`src/rtl/hangman_pkg.sv`:
```
// Shared types and constants for the Hangman round controller and its letter tracker.
package hangman_pkg;

  localparam int LETTER_W = 5;
  localparam int ALPHA    = 26;
  localparam logic [ALPHA-1:0] ALL_LETTERS = 26'h3FFFFFF;

  typedef logic [LETTER_W-1:0] letter_t;

  typedef enum logic [2:0] {
    S_IDLE  = 3'd0,
    S_LOAD  = 3'd1,
    S_PLAY  = 3'd2,
    S_CHECK = 3'd3,
    S_EVAL  = 3'd4,
    S_WON   = 3'd5,
    S_LOST  = 3'd6
  } state_t;

  // Codes 26..31 come out of the keyboard decoder for non-letter keys.
  function automatic logic is_legal(input letter_t l);
    return l < LETTER_W'(ALPHA);
  endfunction

  function automatic logic in_round(input state_t s);
    return (s == S_LOAD) || (s == S_PLAY) || (s == S_CHECK) || (s == S_EVAL);
  endfunction

endpackage

```
`src/rtl/hangman_round_ctrl_if.sv`:
```
// Guess handshake from the letter-decode front end plus the per-guess result pulses.
interface hangman_round_ctrl_if;
  import hangman_pkg::*;

  // A guess transfers on a rising clk edge where guess_valid && guess_ready are both 1.
  // guess_ready depends only on controller state, never on guess_valid; a guess offered
  // while guess_ready=0 is dropped, not held, so the source must keep valid up to acceptance.
  logic    guess_valid;
  letter_t guess_letter;
  logic    guess_ready;

  logic    hit;
  logic    miss;
  logic    repeat_guess;
  logic    bad_guess;

  modport master (
    output guess_valid,
    output guess_letter,
    input  guess_ready,
    input  hit,
    input  miss,
    input  repeat_guess,
    input  bad_guess
  );

  modport slave (
    input  guess_valid,
    input  guess_letter,
    output guess_ready,
    output hit,
    output miss,
    output repeat_guess,
    output bad_guess
  );

endinterface

```
`src/rtl/hangman_letter_tracker.sv`:
```
// Round storage: secret word set, guessed-letter mask and saturating miss counter.
module hangman_letter_tracker
  import hangman_pkg::*;
#(
  parameter  int MAX_MISSES = 6,
  localparam int MISS_W     = $clog2(MAX_MISSES + 1)
) (
  input  logic              clk,
  input  logic              reset,
  input  logic              clear,
  input  logic              load,
  input  logic              update,
  input  logic [ALPHA-1:0]  word_letters,
  input  letter_t           letter,
  output logic [ALPHA-1:0]  word,
  output logic [ALPHA-1:0]  guessed_mask,
  output logic [MISS_W-1:0] misses,
  output logic              letter_seen,
  output logic              letter_in_word,
  output logic              all_found,
  output logic              out_of_misses
);

  always_ff @(posedge clk) begin
    if (reset) begin
      word         <= '0;
      guessed_mask <= '0;
      misses       <= '0;
    end else begin
      if (load) begin
        word <= word_letters;
      end
      if (clear) begin
        guessed_mask <= '0;
        misses       <= '0;
      end else if (update && !letter_seen) begin
        guessed_mask[letter] <= 1'b1;
        // Guard keeps the counter pinned at MAX_MISSES even if a guess sneaks past.
        if (!letter_in_word && !out_of_misses) begin
          misses <= misses + MISS_W'(1);
        end
      end
    end
  end

  assign letter_seen    = guessed_mask[letter];
  assign letter_in_word = word[letter];
  assign all_found      = ((guessed_mask | ~word) == ALL_LETTERS);
  assign out_of_misses  = (misses == MISS_W'(MAX_MISSES));

endmodule

```
`src/rtl/hangman_round_ctrl.sv`:
```
// Round sequencer: loads the word, accepts one guess per PLAY visit, grades it and decides win/loss.
module hangman_round_ctrl
  import hangman_pkg::*;
#(
  parameter  int MAX_MISSES = 6,
  localparam int MISS_W     = $clog2(MAX_MISSES + 1)
) (
  input  logic                 clk,
  input  logic                 reset,
  input  logic                 start,
  input  logic [ALPHA-1:0]     word_letters,
  hangman_round_ctrl_if.slave  guess_if,
  output logic [ALPHA-1:0]     guessed_mask,
  output logic [ALPHA-1:0]     revealed_mask,
  output logic [MISS_W-1:0]    misses_left,
  output logic                 game_won,
  output logic                 game_lost,
  output logic                 busy,
  output state_t               dbg_state
);

  state_t state;
  state_t state_nxt;

  logic trk_clear;
  logic trk_load;
  logic trk_update;

  letter_t          letter_q;
  logic [ALPHA-1:0] word;
  logic [MISS_W-1:0] misses;
  logic letter_seen;
  logic letter_in_word;
  logic all_found;
  logic out_of_misses;

  logic guess_take;
  logic guess_reject;

  logic hit_q;
  logic miss_q;
  logic repeat_q;
  logic bad_q;
  logic won_q;
  logic lost_q;

  assign guess_if.guess_ready = (state == S_PLAY);
  assign guess_take   = guess_if.guess_valid && guess_if.guess_ready &&  is_legal(guess_if.guess_letter);
  assign guess_reject = guess_if.guess_valid && guess_if.guess_ready && !is_legal(guess_if.guess_letter);

  always_ff @(posedge clk) begin
    if (reset) begin
      state <= S_IDLE;
    end else begin
      state <= state_nxt;
    end
  end

  always_comb begin
    state_nxt  = state;
    trk_clear  = 1'b0;
    trk_load   = 1'b0;
    trk_update = 1'b0;
    case (state)
      S_IDLE, S_WON, S_LOST: begin
        // An empty word would be won on the spot, so such a start is treated as noise.
        if (start && (word_letters != '0)) begin
          state_nxt = S_LOAD;
        end
      end
      S_LOAD: begin
        trk_clear = 1'b1;
        trk_load  = 1'b1;
        state_nxt = S_PLAY;
      end
      S_PLAY: begin
        if (guess_take) begin
          state_nxt = S_CHECK;
        end
      end
      S_CHECK: begin
        trk_update = 1'b1;
        state_nxt  = S_EVAL;
      end
      S_EVAL: begin
        if (all_found) begin
          state_nxt = S_WON;
        end else if (out_of_misses) begin
          state_nxt = S_LOST;
        end else begin
          state_nxt = S_PLAY;
        end
      end
      default: begin
        state_nxt = S_IDLE;
      end
    endcase
  end

  always_ff @(posedge clk) begin
    if (reset) begin
      letter_q <= '0;
    end else if (guess_take) begin
      letter_q <= guess_if.guess_letter;
    end
  end

  always_ff @(posedge clk) begin
    if (reset) begin
      hit_q    <= 1'b0;
      miss_q   <= 1'b0;
      repeat_q <= 1'b0;
      bad_q    <= 1'b0;
    end else begin
      hit_q    <= (state == S_CHECK) && !letter_seen &&  letter_in_word;
      miss_q   <= (state == S_CHECK) && !letter_seen && !letter_in_word;
      repeat_q <= (state == S_CHECK) &&  letter_seen;
      bad_q    <= guess_reject;
    end
  end

  // Win is evaluated first so a final guess that completes the word never loses.
  always_ff @(posedge clk) begin
    if (reset) begin
      won_q  <= 1'b0;
      lost_q <= 1'b0;
    end else if (state == S_LOAD) begin
      won_q  <= 1'b0;
      lost_q <= 1'b0;
    end else if (state == S_EVAL) begin
      won_q  <= all_found;
      lost_q <= !all_found && out_of_misses;
    end
  end

  hangman_letter_tracker #(
    .MAX_MISSES (MAX_MISSES)
  ) u_tracker (
    .clk            (clk),
    .reset          (reset),
    .clear          (trk_clear),
    .load           (trk_load),
    .update         (trk_update),
    .word_letters   (word_letters),
    .letter         (letter_q),
    .word           (word),
    .guessed_mask   (guessed_mask),
    .misses         (misses),
    .letter_seen    (letter_seen),
    .letter_in_word (letter_in_word),
    .all_found      (all_found),
    .out_of_misses  (out_of_misses)
  );

  assign guess_if.hit          = hit_q;
  assign guess_if.miss         = miss_q;
  assign guess_if.repeat_guess = repeat_q;
  assign guess_if.bad_guess    = bad_q;

  assign revealed_mask = guessed_mask & word;
  assign misses_left   = MISS_W'(MAX_MISSES) - misses;
  assign game_won      = won_q;
  assign game_lost     = lost_q;
  assign busy          = in_round(state);
  assign dbg_state     = state;

endmodule

```
`src/flat_wrapper.sv`:
```
// flat-port wrapper written by rule: the top's interface ports become plain ports
module hangman_round_ctrl_flat import hangman_pkg::*;
#(
  parameter  int MAX_MISSES = 6,
  localparam int MISS_W     = $clog2(MAX_MISSES + 1)
)
  (clk, reset, start, word_letters, guessed_mask, revealed_mask, misses_left, game_won, game_lost, busy, dbg_state, guess_if_guess_valid, guess_if_guess_letter, guess_if_guess_ready, guess_if_hit, guess_if_miss, guess_if_repeat_guess, guess_if_bad_guess);
  hangman_round_ctrl_if guess_if_i ();
  input  logic clk;
  input  logic reset;
  input  logic start;
  input  logic [ALPHA-1:0] word_letters;
  output logic [ALPHA-1:0] guessed_mask;
  output logic [ALPHA-1:0] revealed_mask;
  output logic [MISS_W-1:0] misses_left;
  output logic game_won;
  output logic game_lost;
  output logic busy;
  output state_t dbg_state;
  input wire logic [$bits(guess_if_i.guess_valid)-1:0] guess_if_guess_valid;
  input wire logic [$bits(guess_if_i.guess_letter)-1:0] guess_if_guess_letter;
  output wire logic [$bits(guess_if_i.guess_ready)-1:0] guess_if_guess_ready;
  output wire logic [$bits(guess_if_i.hit)-1:0] guess_if_hit;
  output wire logic [$bits(guess_if_i.miss)-1:0] guess_if_miss;
  output wire logic [$bits(guess_if_i.repeat_guess)-1:0] guess_if_repeat_guess;
  output wire logic [$bits(guess_if_i.bad_guess)-1:0] guess_if_bad_guess;
  assign guess_if_i.guess_valid = guess_if_guess_valid;
  assign guess_if_i.guess_letter = guess_if_guess_letter;
  assign guess_if_guess_ready = guess_if_i.guess_ready;
  assign guess_if_hit = guess_if_i.hit;
  assign guess_if_miss = guess_if_i.miss;
  assign guess_if_repeat_guess = guess_if_i.repeat_guess;
  assign guess_if_bad_guess = guess_if_i.bad_guess;
  hangman_round_ctrl #(.MAX_MISSES(MAX_MISSES)) u_core (.clk(clk), .reset(reset), .start(start), .word_letters(word_letters), .guess_if(guess_if_i), .guessed_mask(guessed_mask), .revealed_mask(revealed_mask), .misses_left(misses_left), .game_won(game_won), .game_lost(game_lost), .busy(busy), .dbg_state(dbg_state));
endmodule
```
`config.mk`:
```
export PLATFORM = sky130hd
export DESIGN_NAME = hangman_round_ctrl_flat
export DESIGN_NICKNAME = d
export VERILOG_FILES = /design/src/rtl/hangman_pkg.sv /design/src/rtl/hangman_round_ctrl_if.sv /design/src/rtl/hangman_letter_tracker.sv /design/src/rtl/hangman_round_ctrl.sv /design/src/flat_wrapper.sv
export SDC_FILE = /design/constraint.sdc
export NUM_CORES = 1
export LEC_CHECK = 0
export CORE_MARGIN = 10
export CORE_UTILIZATION = 40
export CTS_BUF_LIST = sky130_fd_sc_hd__clkbuf_8
export DETAILED_ROUTE_END_ITERATION = 10
export PLACE_DENSITY = 0.69
export RECOVER_POWER = 100
export SKIP_CTS_REPAIR_TIMING = 1
export SLEW_MARGIN = 20
export SYNTH_ARGS = -nofsm -noshare
export SYNTH_HDL_FRONTEND = slang
export SYNTH_HIERARCHICAL = 1
export SYNTH_SLANG_ARGS = --single-unit
```
`constraint.sdc`:
```
create_clock -name clk -period 3.6 [get_ports clk]
set_clock_uncertainty 0.15 [all_clocks]
set_input_delay 0.54 -clock clk [delete_from_list [all_inputs] [get_ports clk]]
set_output_delay 0.54 -clock clk [all_outputs]
set_load 0.01 [all_outputs]
```
### Clock distribution, run 1

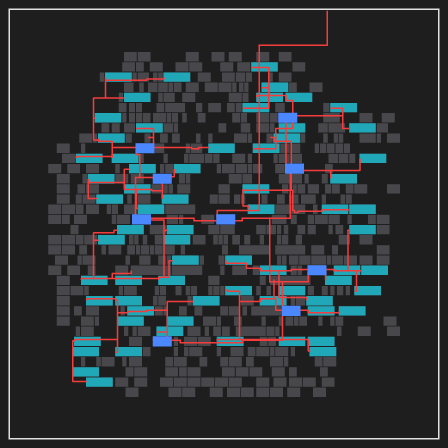
Cyan stands for flip-flops, count 69. Blue stands for cells driving clock nets, count 9. Red stands for clock wires, length 902 um.
There are 10 routed clock nets.
P_clk: 690 uW
clock network power share: 28.5%
clock insertion delay at the later pin of the skew report: 0.35 ns

### Routed metal per tile, run 1

23 x 23 tiles, from dark blue (low) to red (high), scaled to the fullest tile. Values are wire area over tile area, all layers added.
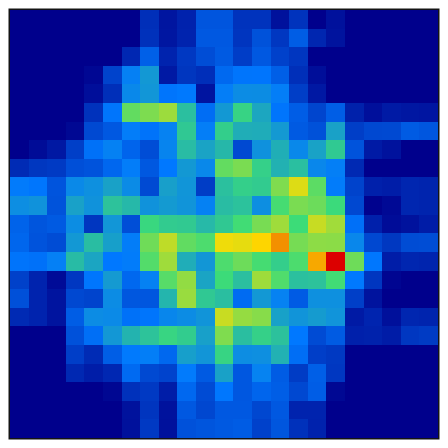
The densest ninth of the die: center. 26% of the tiles are nearly empty. The mean over all tiles is 0.15. The fullest tile reaches 0.77. 8.7% of the tiles are over half the peak.
global routing usage summed across all routing layers: 18.6%
final wirelength: 12200 um
post-DR wirelength/cell: 19.7 um
number of vias after detailed routing: 3527

==> flow report, run 1 <==
STATUS
-------------------------------------------------------------------------------------
Status                                                                   finished, violations left
Violated checks                                                          max-capacitance violations, max-slew violations

POWER
-------------------------------------------------------------------------------------
Heaviest power group                                                        registers
Worst vdd ir                                                                 0.222 mV

STA
-------------------------------------------------------------------------------------
Slew headroom                                                                  -25.4%
Final Max-Slew Violation Tally                                                     43
Setup repair after global routing missed its margin                             false
Achievable clock frequency                                                    319 MHz

SYNTH
-------------------------------------------------------------------------------------
Mux frac, synth                                                                 15.2%
# Cells Yosys                                                                     410
Top flip-flop cell by instance count after synthesis                     sky130_fd_sc_hd__dfxtp_1
Fraction of registers with async set or reset after synthesis                      0%
Largest area contributor in the synthesized netlist                      sky130_fd_sc_hd__dfxtp_1
Avg Synthesized Cell Area                                                   8.71 um^2

FINAL LAYOUT
-------------------------------------------------------------------------------------
Clock buffers and inverters, area share                                         4.42%
Count of inverters other than clock inverters in the layout                        37
Registers with the highest flip-flop counts                              u_core/u_tracker/guessed_mask x26, u_core/u_tracker/word x26, u_core/letter_q x5
Share of final layout cell area taken by non-clock buffers                      21.8%

SETUP PATH
-------------------------------------------------------------------------------------
Biggest cell delay along the critical path                                    0.69 ns
Worst path cell trace                                                    mux4_2, o2bb2ai_1, a2111o_1, or2_0, or3_1, o21ai_0
CP Data Required Time                                                         3.72 ns
Worst setup endpoint                                                     u_core/u_tracker/guessed_mask[9]$_SDFFE_PP0P_
Data arrival time of the critical path                                        3.25 ns

WORST HOLD PATH
-------------------------------------------------------------------------------------
Path type of the worst min-delay path                                      reg -> reg

JOB
-------------------------------------------------------------------------------------
# Max-Cap Violations                                                                1

FLOORPLANNING
-------------------------------------------------------------------------------------
Core Density at Floorplan                                                       41.0%
Core Area                                                                   8720 um^2

DETAILED ROUTING
-------------------------------------------------------------------------------------
Count of routing violations after the opening detailed-route iteration            261
Met3 routed WL                                                                 991 um

GLOBAL ROUTING
-------------------------------------------------------------------------------------
Met3 track demand over resource in global routing                               4.77%
Grt met2 use                                                                    29.9%
Maximum number of pins on one net before global-route repair                       43

PLACEMENT
-------------------------------------------------------------------------------------
Placed cells                                                                      604

### Cell placement, run 1

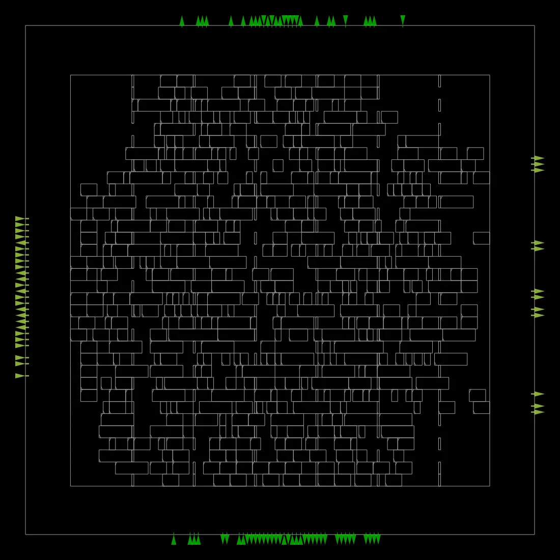
number of tap instances: 108
number of filler cells placed in the layout: 808

==> run 2: changes to the inputs <==
Settings changed: ABC_AREA from default to 1, PLACE_DENSITY 0.69 to 0.68.
==> run 2 against run 1 <==
Effect of this change: the flow now finishes without violations; count of clock-buffer cells in the layout is 2 higher; worst setup slack gained 0.38 ns; flip-flop count did not move; final area grew 2.3%; core utilization is 1.4 points lower; critical path depth grew 5.
==> flow report, run 2 <==
SYNTH
-------------------------------------------------------------------------------------
# Cells Yosys                                                                     590
Fraction of registers with async set or reset after synthesis                      0%
Main area contributors                                                   sky130_fd_sc_hd__dfxtp_1, sky130_fd_sc_hd__nand2_1, sky130_fd_sc_hd__a21oi_1
Gate count after technology mapping                                               590
Top flip-flop cell by instance count after synthesis                     sky130_fd_sc_hd__dfxtp_1
Avg Synthesized Cell Area                                                   6.30 um^2
Largest area contributor in the synthesized netlist                      sky130_fd_sc_hd__dfxtp_1

SETUP PATH
-------------------------------------------------------------------------------------
Biggest cell delay along the critical path                                    0.58 ns
CP Data Required Time                                                         3.72 ns
Worst setup endpoint                                                     u_core/u_tracker/guessed_mask[15]$_SDFFE_PP0P_
Data arrival time of the critical path                                        2.87 ns

WORST HOLD PATH
-------------------------------------------------------------------------------------
Path type of the worst min-delay path                                      reg -> reg
Hold Crit Endpoint                                                       u_core/game_lost$_SDFFE_PP0N_

GLOBAL ROUTING
-------------------------------------------------------------------------------------
Grt met2 use                                                                    29.0%
Grt met1 use                                                                    21.1%
Maximum number of pins on one net before global-route repair                       32
Met3 track demand over resource in global routing                               4.47%

STA
-------------------------------------------------------------------------------------
Achievable clock frequency                                                    363 MHz
Final Max-Slew Violation Tally                                                      0
Slew headroom                                                                   4.39%
Setup repair after global routing missed its margin                             false

FINAL LAYOUT
-------------------------------------------------------------------------------------
Share of final layout cell area taken by non-clock buffers                      20.7%
Count of inverters other than clock inverters in the layout                        83
Clock buffers and inverters, area share                                         4.24%
Number of filler cells placed in the layout                                       938

POWER
-------------------------------------------------------------------------------------
Clock network power share                                                       25.9%
Net switching power                                                            971 uW
Heaviest power group                                                        registers
P_clk                                                                          654 uW
Worst vdd ir                                                                 0.321 mV

JOB
-------------------------------------------------------------------------------------
# Max-Cap Violations                                                                0

FLOORPLANNING
-------------------------------------------------------------------------------------
Top-level I/O count                                                               101
Number of tap instances                                                           111
Core Area                                                                   9150 um^2
Core Density at Floorplan                                                       40.6%
Die boundary width                                                             116 um

CLOCK NETWORK
-------------------------------------------------------------------------------------
Num CTS Buffers                                                                     9
CTS tree                                                                          yes

DETAILED ROUTING
-------------------------------------------------------------------------------------
Routed metal-1 wire length                                                    5150 um
Count of routing violations after the opening detailed-route iteration            244
Met3 routed WL                                                                 816 um

PLACEMENT
-------------------------------------------------------------------------------------
Placed cells                                                                      787

STATUS
-------------------------------------------------------------------------------------
Status                                                                      completed

### Sequential cells grouped by signal name, run 2

Bar = 20 um. Other sequential cells in the stronger gray, the rest of the logic in the fainter gray.
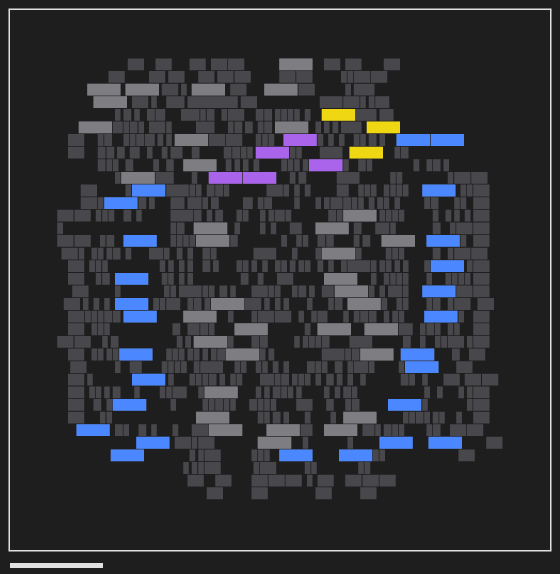
Blue stands for u_core/u_tracker/word, sequential cells 26. Yellow stands for u_core/u_tracker/misses, sequential cells 3. Purple stands for u_core/letter_q, sequential cells 5.
power of the sequential group: 1.00 mW
Sequential cell area: 1380 um^2
Finished Core Util: 54.2%
share of the final layout cell area in sequential cells: 27.9%

### Cells by drive strength, run 2

Bar = 20 um.
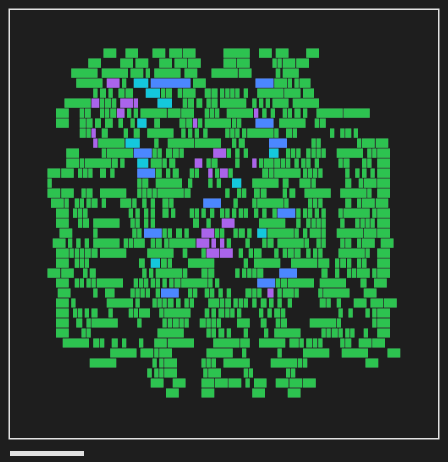
Blue stands for drive 6 and up, cells 12. Purple stands for drive 2, cells 22. Green stands for drive 1 or less, cells 648. Cyan stands for drive 3 to 4, cells 10.
design area: 4960 um^2
number of signal-net buffers in the layout: 104
least setup slack across all paths after layout: 0.848 ns

### Routed metal per tile, run 2

23 x 23 tiles, from dark blue (low) to red (high), scaled to the fullest tile. Values are wire area over tile area, all layers added.
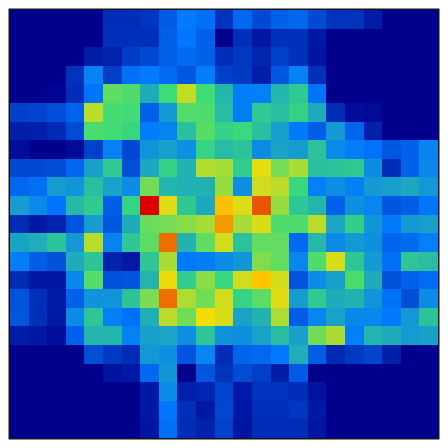
The mean over all tiles is 0.14. The densest ninth of the die: center. 22% of the tiles are nearly empty.
final wirelength: 11500 um
number of vias after detailed routing: 3940
global routing usage summed across all routing layers: 17.3%
post-DR wirelength/cell: 14.3 um

Power figures rest on the tool's default switching activity, not on a simulated workload.
